Figure 1. Local utilization (run 1).
The bar under the picture is 50 um long. The die is cut into 24 by 19 equal tiles; black is low, pale yellow is high, 0 to 100% covered.
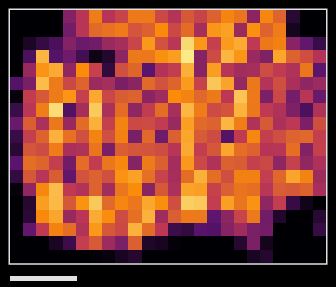
Figure 2. Cells coloured by class (run 1).
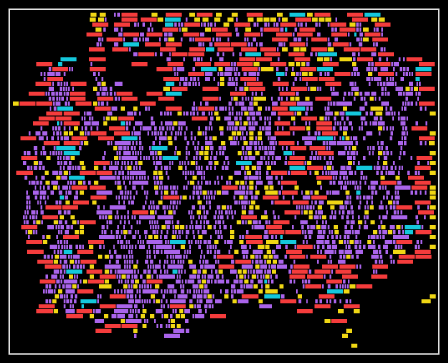
Figure 3. Supply network (run 1).
The bar under the picture is 50 um long. Pins as bars on the die edge.
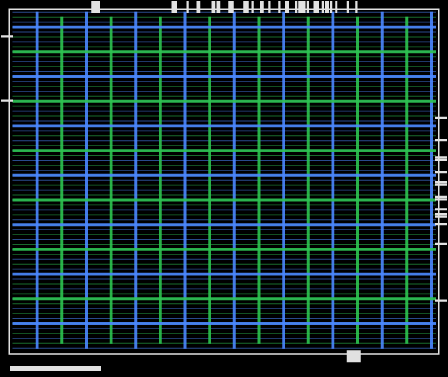
==> config.mk <==
export PLATFORM = sky130hd
export DESIGN_NAME = square_period_meter_flat
export DESIGN_NICKNAME = d
export VERILOG_FILES = /design/src/rtl/square_period_meter_if.sv /design/src/rtl/square_period_meter.sv /design/src/flat_wrapper.sv
export SDC_FILE = /design/constraint.sdc
export NUM_CORES = 1
export LEC_CHECK = 0
export ABC_AREA = 1
export ABC_CLOCK_PERIOD_IN_PS = 2600
export CORE_ASPECT_RATIO = 0.8
export CORE_UTILIZATION = 37
export DETAILED_ROUTE_END_ITERATION = 10
export SYNTH_ARGS = -nofsm -noshare
export SYNTH_HDL_FRONTEND = slang
export SYNTH_SLANG_ARGS = --single-unit
==> constraint.sdc <==
create_clock -name clk -period 2.6 [get_ports clk]
set_input_delay 0.39 -clock clk [delete_from_list [all_inputs] [get_ports clk]]
set_output_delay 0.39 -clock clk [all_outputs]
set_load 0.05 [all_outputs]
==> run summary, run 1 <==
Summary of implementation figures.

Critical path
For the worst flop-to-flop path, the logic depth is 18. The slowest stage of the critical path belongs to the cell sky130_fd_sc_hd__dfrtp_1. The most frequent cell on the critical path is sky130_fd_sc_hd__nand2_1. Per STA, the worst path accumulates the most delay in the family simple AND/OR/NAND/NOR gates.

The critical path runs through a total of 18 cells.

Synth
The synthesis run identifies the leading combinational cell family as simple AND/OR/NAND/NOR gates. Synthesis produced a netlist with a net count of 2331. Yosys attributes the largest share of cell area to sky130_fd_sc_hd__dfrtp_1, sky130_fd_sc_hd__nand2_1, sky130_fd_sc_hd__inv_1, sky130_fd_sc_hd__ha_1, sky130_fd_sc_hd__o21ai_0. The simple-gate share of the synthesized area is 28.9%.

The yosys-reported design area after synthesis is 16200 um2. In the synthesized netlist, mux cells make up 0.0619% of the area. The sequential-to-total area share from yosys stat is 39.6%.

The post-synthesis instance total is 2250. The number of enable-type register cells in the synthesized netlist is 0. The warning tally printed by Yosys for this design is 0.

The biggest area contributor in the post-synthesis netlist is sky130_fd_sc_hd__dfrtp_1. The summed instance area of the synthesized netlist is 16200 um2. Dividing the synthesized area by the synthesized cell count gives 7.18 um2. The area fraction in compound gates after synthesis is 13.4%.

STA
The final timing summary puts the cycle share of the worst path at 105%. The final-report max-slew violation count is 0. The final timing report gives a worst setup slack of -0.129 ns.

The final count of negative-setup-slack endpoints is 14. The number of endpoints with negative hold slack in the final report is 0. In this build the clock could be raised as far as 0.366 GHz.

The accumulated negative setup slack is -0.754 ns.

Power and ir drop
Combinational logic burns 1.3% of the power. The power consumption is 8.27 mW. The switching share of total power is 22.1%. For this design the ratio of total power to cell area is 382 nW/um2.

Place
Logged for this run, the post-placement worst setup slack is -0.189 ns. The port buffer count is 68.

Clock tree
The TritonCTS sink count is 256. The hold buffer count at CTS is 1. In this run the number of H-tree levels came out at 1.

The number of clock buffers added by TritonCTS is 28. The CTS root buffer is sky130_fd_sc_hd__clkbuf_16. Once the clock tree was built, the resizer swapped 48 gates to a different size.

Layout
Among logic cells in the layout, the one with the most instances is sky130_fd_sc_hd__nand2_1. The tally of non-filler cells in the final layout is 3162. The post-route netlist has 23.1% of its cells at a drive strength greater than 1. The flip-flop and latch area is 6420 um2. The combinational gate area is 9270 um2. The layout filler cell count is 4145.

Routing
Per the detail_route log, met3 wirelength is 1.87 mm. The violation count after the first detailed-route iteration is 931. Using the TritonRoute via totals, the vias-per-cell ratio works out to 4.99.

Per the detail_route log, the uppermost layer with routed signals is met4. The total number of vias is 15800. The wire length the detailed router placed on met1 is 24.1 mm. For this run, design rule violations remaining after detail routing come to 0.

Outcome
The checks that failed: negative setup slack. The run finished, with violations left.

Hold path
In the hold timing report, the worst path depth is 1. The worst hold path class is in -> reg.

GRT
Global route summary, busiest routing layer listed as met2. Global routing used 2.81% of the available met3 tracks. The met1 routing resource usage after global routing is 31.3%. After global routing the overflow that remains totals 0.

Die
The chip occupies 44500 um2.

Flow run
In this run the maximum-capacitance check reported violations numbering 0.
Notes on Figure 1 above:
emptiest ninth of the die: south-east
fullest tile: 95%
mean over tiles: 47%
tiles over 75% full: 13%
nearly empty tiles: 13%
utilization of the core after routing: 50.1%
Std-Cell Core Area: 43100 um2
starting density of the core: 37.5%

Notes on Figure 2 above:
[yellow] other buffers and delay cells | cells: 349 | share of their area: 14%
[purple] all other logic | cells: 1945 | share of their area: 51%
[red] flops | cells: 256 | share of their area: 31%
[cyan] clock drivers and dummy loads | cells: 51 | share of their area: 4.6%
Seq area share: 29.7%
post-route cell area: 21600 um2

Notes on Figure 3 above:
[blue] VSS
[green] VDD
rows: 68
met5 straps: 13
Max VDD drop: 0.444 mV
y dimension of the die: 189 um
Horiz. Die Dim: 236 um

[run 1: layout make-up]
class                   count  share of cell area [%]
repair inverters            1                  0.0231
clock inverters            12                   0.584
flip-flops and latches    256                    29.7
well taps                 560                    3.24
multi-input cells        1595                    42.9
repair buffers            349                    13.6
inverters                 349                    6.11
diodes                      1                  0.0116
clock buffers              39                    3.85
[run 1: synth_stat cells (3+ instances only)]
cell type                  number
sky130_fd_sc_hd__nor2_2        13
sky130_fd_sc_hd__o21a_1         8
sky130_fd_sc_hd__buf_2         10
sky130_fd_sc_hd__dfrtp_1      255
sky130_fd_sc_hd__o21ai_1       19
sky130_fd_sc_hd__xnor2_1       16
sky130_fd_sc_hd__o21ai_0      185
sky130_fd_sc_hd__a21o_1         4
sky130_fd_sc_hd__inv_2         11
sky130_fd_sc_hd__clkbuf_1      38
sky130_fd_sc_hd__o22ai_1       24
sky130_fd_sc_hd__ha_1          76
sky130_fd_sc_hd__nand2_1      644
sky130_fd_sc_hd__nor3_1        35
sky130_fd_sc_hd__nand3_1      107
sky130_fd_sc_hd__nand3_2        8
sky130_fd_sc_hd__a22o_1         5
sky130_fd_sc_hd__nand2_2       15
sky130_fd_sc_hd__nor2_1       167
sky130_fd_sc_hd__xor2_1        29
sky130_fd_sc_hd__nand2_4        4
sky130_fd_sc_hd__nand4_1       32
sky130_fd_sc_hd__a221oi_1       3
sky130_fd_sc_hd__o211ai_1       6
sky130_fd_sc_hd__or2_2          4
sky130_fd_sc_hd__and2_1         8
sky130_fd_sc_hd__o21bai_1       8
sky130_fd_sc_hd__a22oi_1       12
sky130_fd_sc_hd__nand3b_1       7
sky130_fd_sc_hd__nor3_2         3
sky130_fd_sc_hd__nor4_1        14
sky130_fd_sc_hd__inv_1        335
sky130_fd_sc_hd__a21oi_1      111
sky130_fd_sc_hd__nor2_4         5
Figure 4. Congestion heat map (run 1).
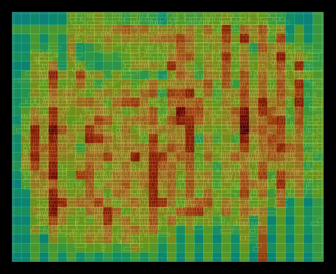

## Run 2: what changed since run 1
--- a/config.mk
+++ b/config.mk
@@ -6,9 +6,9 @@
 export NUM_CORES = 1
 export LEC_CHECK = 0
 export ABC_AREA = 1
-export ABC_CLOCK_PERIOD_IN_PS = 2600
+export CAP_MARGIN = 10
 export CORE_ASPECT_RATIO = 0.8
-export CORE_UTILIZATION = 37
+export CORE_UTILIZATION = 45
 export DETAILED_ROUTE_END_ITERATION = 10
 export SYNTH_ARGS = -nofsm -noshare
 export SYNTH_HDL_FRONTEND = slang
Figure 5. Congestion heat map (run 2).
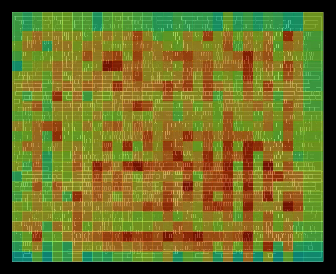
met3 Resource Use GR: 6.28%
overall track demand over capacity in global routing: 29.0%
utilization of the core after routing: 65.0%

Figure 6. Cells coloured by class (run 2).
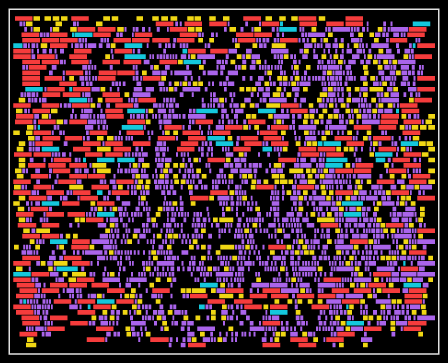
[red] flops | cells: 256 | share of their area: 29%
[purple] all other logic | cells: 1944 | share of their area: 49%
[cyan] clock drivers and dummy loads | cells: 52 | share of their area: 4.5%
[yellow] other buffers and delay cells | cells: 460 | share of their area: 17%
Seq area share: 28.1%
cell row count: 61

==> run 2 against run 1 <==
The flow still finishes with violations (negative setup slack); clock power up 5%; total power up 2.2%; wire length up 6.4%; largest cell class unchanged.
==> run summary, run 2 <==
Summary of implementation figures.

Place
The port buffer count is 68 (unchanged). The cell count after placement is 3090 (was 3086). The HPWL after detailed placement is 40.8 mm (was 37.9 mm). The worst setup slack before clock tree synthesis came to -0.257 ns (was -0.189 ns).

Outcome
Violated checks: negative setup slack (unchanged). Run status: finished, violations left (unchanged).

Synth
The most frequently used cell type in the post-synthesis netlist is sky130_fd_sc_hd__nand2_1 (unchanged). The sequential-to-total area share from yosys stat is 39.6% (unchanged). The largest area contributor in the synthesized netlist was sky130_fd_sc_hd__dfrtp_1 (unchanged). The summed instance area of the synthesized netlist came to 16200 um2 (unchanged). The number of enable-type register cells in the synthesized netlist is 0 (unchanged). The number of nets at floorplan is 2331 (unchanged).

The post-synthesis instance total is 2250 (unchanged). The yosys-reported design area after synthesis is 16200 um2 (unchanged). Leading cell types by total area after synthesis: sky130_fd_sc_hd__dfrtp_1, sky130_fd_sc_hd__nand2_1, sky130_fd_sc_hd__inv_1, sky130_fd_sc_hd__ha_1, sky130_fd_sc_hd__o21ai_0 (unchanged). The average size of a mapped cell is 7.18 um2 (unchanged). Top cells by instance count after synthesis: sky130_fd_sc_hd__nand2_1, sky130_fd_sc_hd__inv_1, sky130_fd_sc_hd__dfrtp_1, sky130_fd_sc_hd__o21ai_0, sky130_fd_sc_hd__nor2_1 (unchanged).

The count of warnings emitted by yosys is 0 (unchanged).

Layout
The tally of non-filler cells in the final layout came to 3184 (was 3162). The final antenna diode count is 0 (was 1). The combinational gate area is 9590 um2 (was 9270 um2). The layout cell share with drive strength beyond 1 is 28.2% (was 23.1%). The finished layout cell area is 22800 um2 (was 21600 um2). The most common cell after layout, fill and taps aside is sky130_fd_sc_hd__nand2_1 (unchanged). The flip-flop and latch area is 6410 um2 (was 6420 um2). The layout filler cell count is 3029 (was 4145).

Die
The overall chip area is 36700 um2 (was 44500 um2). The horizontal extent of the die is 214 um (was 236 um). The area of the core region was 35000 um2 (was 43100 um2). The chip height is 172 um (was 189 um). The initial standard-cell utilization of the core is 46.1% (was 37.5%).

STA
The final count of negative-setup-slack endpoints is 13 (was 14). The post-route clock skew is 0.0287 ns (was 0.0149 ns). The number of endpoints with negative hold slack in the final report is 0 (unchanged). The minimum clock period is 2.69 ns (was 2.73 ns). The accumulated negative setup slack is -0.572 ns (was -0.754 ns). The timing-limited maximum frequency is 0.372 GHz (was 0.366 GHz).

The final-report max-slew violation count was 0 (unchanged). The setup slack of the critical path after layout is -0.0882 ns (was -0.129 ns). The share of the cycle needed by the critical path after routing was 103% (was 105%).

Hold path
The cell depth of the worst min-delay path is 1 (unchanged). The worst hold path class is in -> reg (unchanged).

Routing
The wire length the detailed router placed on met1 is 27.0 mm (was 24.1 mm). The number of remaining DRC errors is 0 (unchanged). The via density per instance was 5.13 (was 4.99). The violation count after the first detailed-route iteration is 1203 (was 931). The uppermost signal routing layer after detailed routing is met4 (unchanged). The wire length on met3 is 4.23 mm (was 1.87 mm). The total number of vias is 16300 (was 15800).

Flow run
The number of maximum-capacitance constraint violations was 0 (unchanged).

Critical path
The cell with the largest stage delay on the worst path is sky130_fd_sc_hd__fa_2 (was sky130_fd_sc_hd__dfrtp_1). The logic depth of the worst setup path including buffers is 18 (unchanged). The largest incremental delay on the critical path was 0.40 ns (was 0.42 ns).

The top cell family by delay on the critical path is simple AND/OR/NAND/NOR gates (unchanged). The most frequent cell on the critical path is sky130_fd_sc_hd__nand2_2 (was sky130_fd_sc_hd__nand2_1). The required time of the worst setup path is 3.12 ns (was 3.09 ns). The number of cells on the worst reg-to-reg path was 18 (unchanged).

GRT
The met1 routing resource usage after global routing is 44.9% (was 31.3%). The aggregate global routing overflow came to 0 (unchanged). The most congested layer reported by global routing is met1 (was met2).

Clock tree
The CTS root buffer is sky130_fd_sc_hd__clkbuf_16 (unchanged). The TritonCTS sink count is 256 (unchanged). The number of clock buffers inserted by TritonCTS is 28 (unchanged). The depth of the CTS H-tree is 1 (unchanged).

Power and ir drop
The total power density per cell area is 371 nW/um2 (was 382 nW/um2). The maximum ir drop on the vdd rail is 0.585 mV (was 0.444 mV). The power consumption is 8.45 mW (was 8.27 mW).
-- run 2: cell types whose count changed in the layout (fill, tap and decap cells not counted), moves of 6 or more --
cell,previous run,this run
sky130_fd_sc_hd__o21ai_1,26,35
sky130_fd_sc_hd__o21ai_0,175,164
sky130_fd_sc_hd__buf_12,9,15
sky130_fd_sc_hd__nor2_2,37,52
sky130_fd_sc_hd__buf_4,265,367
sky130_fd_sc_hd__nand2_2,56,69
sky130_fd_sc_hd__nor2_1,125,113
sky130_fd_sc_hd__nand2_1,594,579
sky130_fd_sc_hd__ha_4,29,40
sky130_fd_sc_hd__inv_1,327,313
sky130_fd_sc_hd__inv_2,16,30
sky130_fd_sc_hd__ha_1,40,32
-- run 2: repair_timing --
item / CTS / global route
buffers inserted: 7 / 34
endpoints found under the setup margin: 54 / 107
endpoints found under the hold margin: 49 / 0
pin swaps: 17 / 80
cloned: 0 / 1
gates resized: 68 / 265
hold buffers: 1 / 0
-- run 2: area by class of cell --
type                       count  area share [%]
sequential                   256            28.1
multi-input combinational   1595            42.1
clock buffer                  35            3.32
tap                          472            2.59
timing repair buffer         460            17.0
inverter                     349            5.80
clock inverter                17            1.09
-- run 2: cells by family (layout without fill, tap and decap cells) --
logic type	Yosys count	after routing	share of synthesized area, %
buffers and inverters	399	861	9.38
flip-flops	256	256	39.6
adder cells (fa/ha/maj)	78	78	6.13
AND/OR/NAND/NOR	1075	1075	28.9
multiplexers	1	1	0.0619
AND-OR/OR-AND	395	395	13.4
XOR/XNOR	46	46	2.54
-- run 2: power by group --
part           internal (mW)  switching [mW]
clock                   2.58            1.78
combinational         0.0189          0.0861
sequential              3.99         0.00379
Power is estimated from default activity; no workload was simulated.
